Fig. 1: metal layers overlaid
Only two layers are drawn.
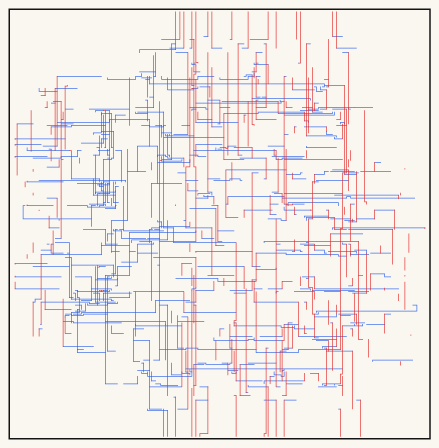
Fig. 2: power grid
The bar under the picture is 20 um long. Pins as bars on the die edge. Tap cells in gray.
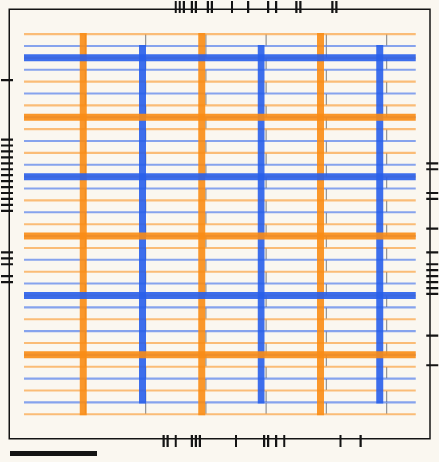
Fig. 3: where the registers sit
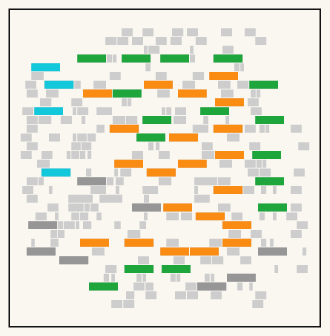
Fig. 4: a small window of the routed layout
Window x 60 to 85, y 12 to 37 um. Cells in gray, sequential cells in the stronger gray; small squares are vias.
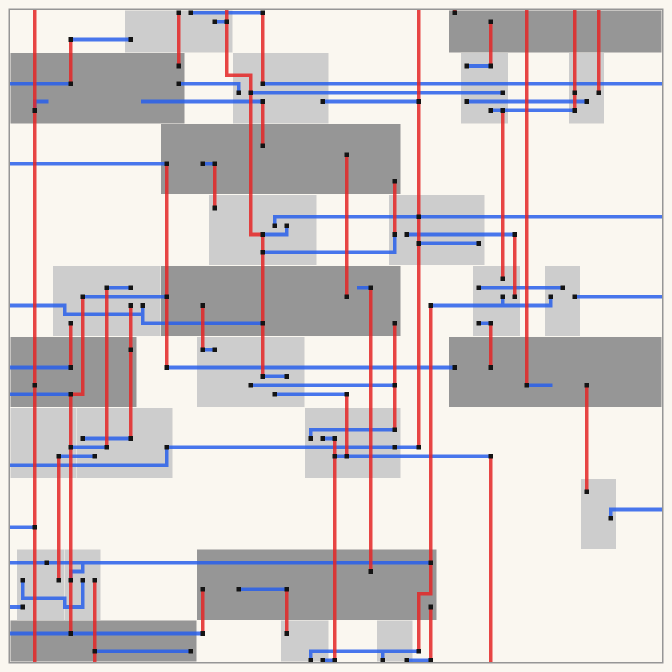
[config.mk]
export PLATFORM = sky130hd
export DESIGN_NAME = alu_writeback_flat
export DESIGN_NICKNAME = d
export VERILOG_FILES = /design/src/rtl/alu_writeback_if.sv /design/src/rtl/alu_writeback.sv /design/src/flat_wrapper.sv
export SDC_FILE = /design/constraint.sdc
export NUM_CORES = 1
export LEC_CHECK = 0
export CORE_AREA = 3 3 93 95
export DETAILED_ROUTE_END_ITERATION = 10
export DIE_AREA = 0 0 96 98
export PLACE_DENSITY_LB_ADDON = 0.1
export RECOVER_POWER = 50
export SLEW_MARGIN = 40
export SYNTH_ARGS = -nofsm -noshare
export SYNTH_HDL_FRONTEND = slang
export SYNTH_SLANG_ARGS = --single-unit
[constraint.sdc]
create_clock -name clk -period 2.33 [get_ports clk]
set_clock_uncertainty 0.05 [all_clocks]
set_input_delay 0.3495 -clock clk [delete_from_list [all_inputs] [get_ports clk]]
set_output_delay 0.3495 -clock clk [all_outputs]
set_load 0.05 [all_outputs]
[src/rtl/alu_writeback_if.sv]
// ALU writeback bus: producer-side entry fields, consumer-side writeback fields, arch flags.
// Ports: in_* entry + in_valid/in_ready, out_* entry + out_valid/out_ready, flags_q, ovf_trap.
// slave modport is the writeback stage; master modport is whoever drives/consumes it.
interface alu_writeback_if #(
  parameter int RD_W = 3
);
  logic            in_valid;
  logic            in_ready;
  logic [15:0]     in_result;
  logic [3:0]      in_flags;
  logic            in_flags_en;
  logic [RD_W-1:0] in_rd;
  logic            in_we;
  logic            in_branch;
  logic [2:0]      in_cond;

  logic            out_valid;
  logic            out_ready;
  logic [15:0]     out_data;
  logic [RD_W-1:0] out_rd;
  logic            out_we;
  logic            out_taken;

  logic [3:0]      flags_q;
  logic            ovf_trap;

  modport slave (
    input  in_valid, in_result, in_flags, in_flags_en, in_rd, in_we, in_branch, in_cond,
    input  out_ready,
    output in_ready,
    output out_valid, out_data, out_rd, out_we, out_taken,
    output flags_q, ovf_trap
  );

  modport master (
    output in_valid, in_result, in_flags, in_flags_en, in_rd, in_we, in_branch, in_cond,
    output out_ready,
    input  in_ready,
    input  out_valid, out_data, out_rd, out_we, out_taken,
    input  flags_q, ovf_trap
  );
endinterface

[src/rtl/alu_writeback.sv]
// ALU writeback stage: 2-entry in-order skid buffer, flag register, branch condition evaluation.
// Latency: entry accepted at edge t is on out_* after edge t; 1 entry/cycle sustained.
// Backpressure: in_ready is registered, drops only when both slots are full (TWO).
// Ports: clk, rst_n (async, active-low), io_bus (alu_writeback_if.slave: in_*, out_*, flags_q, ovf_trap).
// Option: define ALU_OVF_TRAP_EN to pulse ovf_trap and squash out_we for entries that set v.
module alu_writeback #(
  parameter int RD_W = 3
) (
  input  logic           clk,
  input  logic           rst_n,
  alu_writeback_if.slave io_bus
);

  localparam logic [1:0] EMPTY = 2'd0;
  localparam logic [1:0] ONE   = 2'd1;
  localparam logic [1:0] TWO   = 2'd2;

  typedef struct packed {
    logic [15:0]     data;
    logic [RD_W-1:0] rd;
    logic            we;
    logic            taken;
  } ent_t;

  logic [1:0] r_state;
  logic [1:0] w_state_nxt;
  logic       r_in_rdy;
  logic [3:0] r_flags;
  ent_t       r_head;
  ent_t       r_tail;
  ent_t       w_new;
  logic       w_accept;
  logic       w_drain;
  logic       w_out_vld;
  logic       w_head_ld;
  logic       w_head_from_tail;
  logic       w_tail_ld;

  // Flags are {z,c,n,v}.
  function automatic logic cond_met(input logic [2:0] cond, input logic [3:0] f);
    logic z, c, n, v;
    {z, c, n, v} = f;
    case (cond)
      3'd0:    cond_met = 1'b1;
      3'd1:    cond_met = z;
      3'd2:    cond_met = ~z;
      3'd3:    cond_met = c;
      3'd4:    cond_met = ~c;
      3'd5:    cond_met = n;
      3'd6:    cond_met = n ^ v;
      default: cond_met = ~(n ^ v);
    endcase
  endfunction

  assign w_out_vld = (r_state != EMPTY);
  assign w_accept  = io_bus.in_valid & r_in_rdy;
  assign w_drain   = w_out_vld & io_bus.out_ready;

  // Branch outcome uses the flags as they stand before this entry's own update;
  // the previous entry's update has already landed in r_flags, so no hazard.
  always_comb begin
    w_new.data  = io_bus.in_result;
    w_new.rd    = io_bus.in_rd;
    w_new.we    = io_bus.in_we;
    w_new.taken = io_bus.in_branch & cond_met(io_bus.in_cond, r_flags);
  end

  always_comb begin
    w_state_nxt      = r_state;
    w_head_ld        = 1'b0;
    w_head_from_tail = 1'b0;
    w_tail_ld        = 1'b0;
    case (r_state)
      EMPTY: begin
        if (w_accept) begin
          w_state_nxt = ONE;
          w_head_ld   = 1'b1;
        end
      end
      ONE: begin
        if (w_accept && w_drain) begin
          w_head_ld = 1'b1;
        end else if (w_accept) begin
          w_state_nxt = TWO;
          w_tail_ld   = 1'b1;
        end else if (w_drain) begin
          w_state_nxt = EMPTY;
        end
      end
      TWO: begin
        // in_ready is low here, so only a drain can happen.
        if (w_drain) begin
          w_state_nxt      = ONE;
          w_head_ld        = 1'b1;
          w_head_from_tail = 1'b1;
        end
      end
      default: w_state_nxt = EMPTY;
    endcase
  end

  always_ff @(posedge clk or negedge rst_n) begin
    if (!rst_n) begin
      r_state  <= EMPTY;
      r_in_rdy <= 1'b0;
      r_flags  <= 4'd0;
      r_head   <= '0;
      r_tail   <= '0;
    end else begin
      r_state  <= w_state_nxt;
      r_in_rdy <= (w_state_nxt != TWO);
      if (w_accept && io_bus.in_flags_en) r_flags <= io_bus.in_flags;
      if (w_head_ld) r_head <= w_head_from_tail ? r_tail : w_new;
      if (w_tail_ld) r_tail <= w_new;
    end
  end

  assign io_bus.in_ready  = r_in_rdy;
  assign io_bus.out_valid = w_out_vld;
  assign io_bus.out_data  = r_head.data;
  assign io_bus.out_rd    = r_head.rd;
  assign io_bus.out_taken = w_out_vld & r_head.taken;
  assign io_bus.flags_q   = r_flags;

`ifdef ALU_OVF_TRAP_EN
  // Trap marker travels with its entry: set when the entry itself wrote v=1.
  logic r_head_trap;
  logic r_tail_trap;
  logic w_new_trap;

  assign w_new_trap = io_bus.in_flags_en & io_bus.in_flags[0];

  always_ff @(posedge clk or negedge rst_n) begin
    if (!rst_n) begin
      r_head_trap <= 1'b0;
      r_tail_trap <= 1'b0;
    end else begin
      if (w_head_ld) r_head_trap <= w_head_from_tail ? r_tail_trap : w_new_trap;
      if (w_tail_ld) r_tail_trap <= w_new_trap;
    end
  end

  assign io_bus.out_we   = w_out_vld & r_head.we & ~r_head_trap;
  assign io_bus.ovf_trap = w_drain & r_head_trap;
`else
  assign io_bus.out_we   = w_out_vld & r_head.we;
  assign io_bus.ovf_trap = 1'b0;
`endif

endmodule

[src/flat_wrapper.sv]
// flat-port wrapper written by rule: the top's interface ports become plain ports
module alu_writeback_flat 
#(
  parameter int RD_W = 3
)
  (clk, rst_n, io_bus_in_valid, io_bus_in_result, io_bus_in_flags, io_bus_in_flags_en, io_bus_in_rd, io_bus_in_we, io_bus_in_branch, io_bus_in_cond, io_bus_out_ready, io_bus_in_ready, io_bus_out_valid, io_bus_out_data, io_bus_out_rd, io_bus_out_we, io_bus_out_taken, io_bus_flags_q, io_bus_ovf_trap);
  alu_writeback_if #(.RD_W(RD_W)) io_bus_i ();
  input  logic clk;
  input  logic rst_n;
  input wire logic [$bits(io_bus_i.in_valid)-1:0] io_bus_in_valid;
  input wire logic [$bits(io_bus_i.in_result)-1:0] io_bus_in_result;
  input wire logic [$bits(io_bus_i.in_flags)-1:0] io_bus_in_flags;
  input wire logic [$bits(io_bus_i.in_flags_en)-1:0] io_bus_in_flags_en;
  input wire logic [$bits(io_bus_i.in_rd)-1:0] io_bus_in_rd;
  input wire logic [$bits(io_bus_i.in_we)-1:0] io_bus_in_we;
  input wire logic [$bits(io_bus_i.in_branch)-1:0] io_bus_in_branch;
  input wire logic [$bits(io_bus_i.in_cond)-1:0] io_bus_in_cond;
  input wire logic [$bits(io_bus_i.out_ready)-1:0] io_bus_out_ready;
  output wire logic [$bits(io_bus_i.in_ready)-1:0] io_bus_in_ready;
  output wire logic [$bits(io_bus_i.out_valid)-1:0] io_bus_out_valid;
  output wire logic [$bits(io_bus_i.out_data)-1:0] io_bus_out_data;
  output wire logic [$bits(io_bus_i.out_rd)-1:0] io_bus_out_rd;
  output wire logic [$bits(io_bus_i.out_we)-1:0] io_bus_out_we;
  output wire logic [$bits(io_bus_i.out_taken)-1:0] io_bus_out_taken;
  output wire logic [$bits(io_bus_i.flags_q)-1:0] io_bus_flags_q;
  output wire logic [$bits(io_bus_i.ovf_trap)-1:0] io_bus_ovf_trap;
  assign io_bus_i.in_valid = io_bus_in_valid;
  assign io_bus_i.in_result = io_bus_in_result;
  assign io_bus_i.in_flags = io_bus_in_flags;
  assign io_bus_i.in_flags_en = io_bus_in_flags_en;
  assign io_bus_i.in_rd = io_bus_in_rd;
  assign io_bus_i.in_we = io_bus_in_we;
  assign io_bus_i.in_branch = io_bus_in_branch;
  assign io_bus_i.in_cond = io_bus_in_cond;
  assign io_bus_i.out_ready = io_bus_out_ready;
  assign io_bus_in_ready = io_bus_i.in_ready;
  assign io_bus_out_valid = io_bus_i.out_valid;
  assign io_bus_out_data = io_bus_i.out_data;
  assign io_bus_out_rd = io_bus_i.out_rd;
  assign io_bus_out_we = io_bus_i.out_we;
  assign io_bus_out_taken = io_bus_i.out_taken;
  assign io_bus_flags_q = io_bus_i.flags_q;
  assign io_bus_ovf_trap = io_bus_i.ovf_trap;
  alu_writeback #(.RD_W(RD_W)) u_core (.clk(clk), .rst_n(rst_n), .io_bus(io_bus_i));
endmodule
==> impl_metrics.json <==
{
  "status": "complete, no violations",
  "xor_area_frac": 0.003770,
  "reg2reg_depth": 4,
  "overflow": 0,
  "cts_buffer_depth": 2,
  "path_clk_slew_ns": 0.09,
  "startpoint_type": "flop",
  "irDropWorstVdd_mv": 0.4652,
  "buf_share": 0.2190,
  "drc_errors": 0,
  "simple_gate_area_frac": 0.08616,
  "intPower_mw": 2.233,
  "synth_top_area_share": 0.5277,
  "clk-power_mw": 0.515,
  "switchingPower_mw": 1.731,
  "diodes": 0,
  "cts_resized": 0,
  "chipArea_um2": 9408,
  "worst_pin_slew_ns": 0.7697,
  "max_freq_mhz": 463.0,
  "fa_ha_area_frac": 0,
  "crit-reg2reg-launch": "u_core.r_state[0]",
  "ys_seq_share": 0.5277,
  "nNonClkInverters": 4,
  "pin_count": 61,
  "final.period_utilization": 0.9269,
  "combPwrFrac": 0.503,
  "p_total_mw": 3.964,
  "netlist_instances": 198,
  "maxPowerGroup": "combinational logic",
  "dominant_cells": "flip-flops and latches",
  "h-tree-depth": 2,
  "worstSetupPathType": "flop to primary output",
  "gp_congestion": 0.7204,
  "worst_slack_ns": 0.1704,
  "ant_nets": 0,
  "port_buffers": 59,
  "drv_cap": 0,
  "antenna_found_initial": 0,
  "die_w_um": 96,
  "hold_viol_final": 0,
  "place_area_um2": 2917,
  "grt_pass1_vias": 1621
}
-- Fig. 1 (at the start) --
- met2: red (wire length 2280 um)
- met1: blue (wire length 2160 um)

-- Fig. 2 (at the start) --
- VDD: blue
- VSS: orange
- rows: 32
- met5 straps: 6

-- Fig. 3 (at the start) --
- `u_core.r_tail`: orange (placed flops 21)
- `u_core.io_bus.flags_q`: cyan (placed flops 4)
- `u_core.io_bus.out_data`: green (placed flops 16)
fin util: 0.3821
FF/Latch Area: 1226 um2
Flop+latch power: 1.45 mW
flop share of the area: 0.4111

-- Fig. 4 (at the start) --
- met2: red
- met1: blue
- most frequent: dfrtp_1 (8)
- cells with their middle in the window: 26
- sequential cells in the window: 8
- netlist names of flops here include: `u_core.r_tail` (4), `u_core.io_bus.out_rd` (3)

-- cells in the mapped netlist (all sizes together) (2+ instances only) --
cell and n:
dfrtp 49, buf 28, mux2 24, a21oi 23, nor2 23, mux2i 22, inv 4, nand2 3
o22ai 3, and2 2, nand3b 2, nor3b 2, o31ai 2
-- routing by layer --
metal  vias to the layer above  wire length (um)  GRT usage
li1                        751                 -          -
met1                       733              2164     0.1368
met2                        37              2281     0.1705
met3                         2               248    0.02928
met4                         0                36    0.03611
met5                         -                 0          0
-- worst max-delay path, stage by stage, from the launching register on --
cell             delay, ns
dfrtp_1               0.43
or2_2                 0.32
clkdlybuf4s50_1       0.71
No activity file was given, so power comes from the tool's default toggle rates.
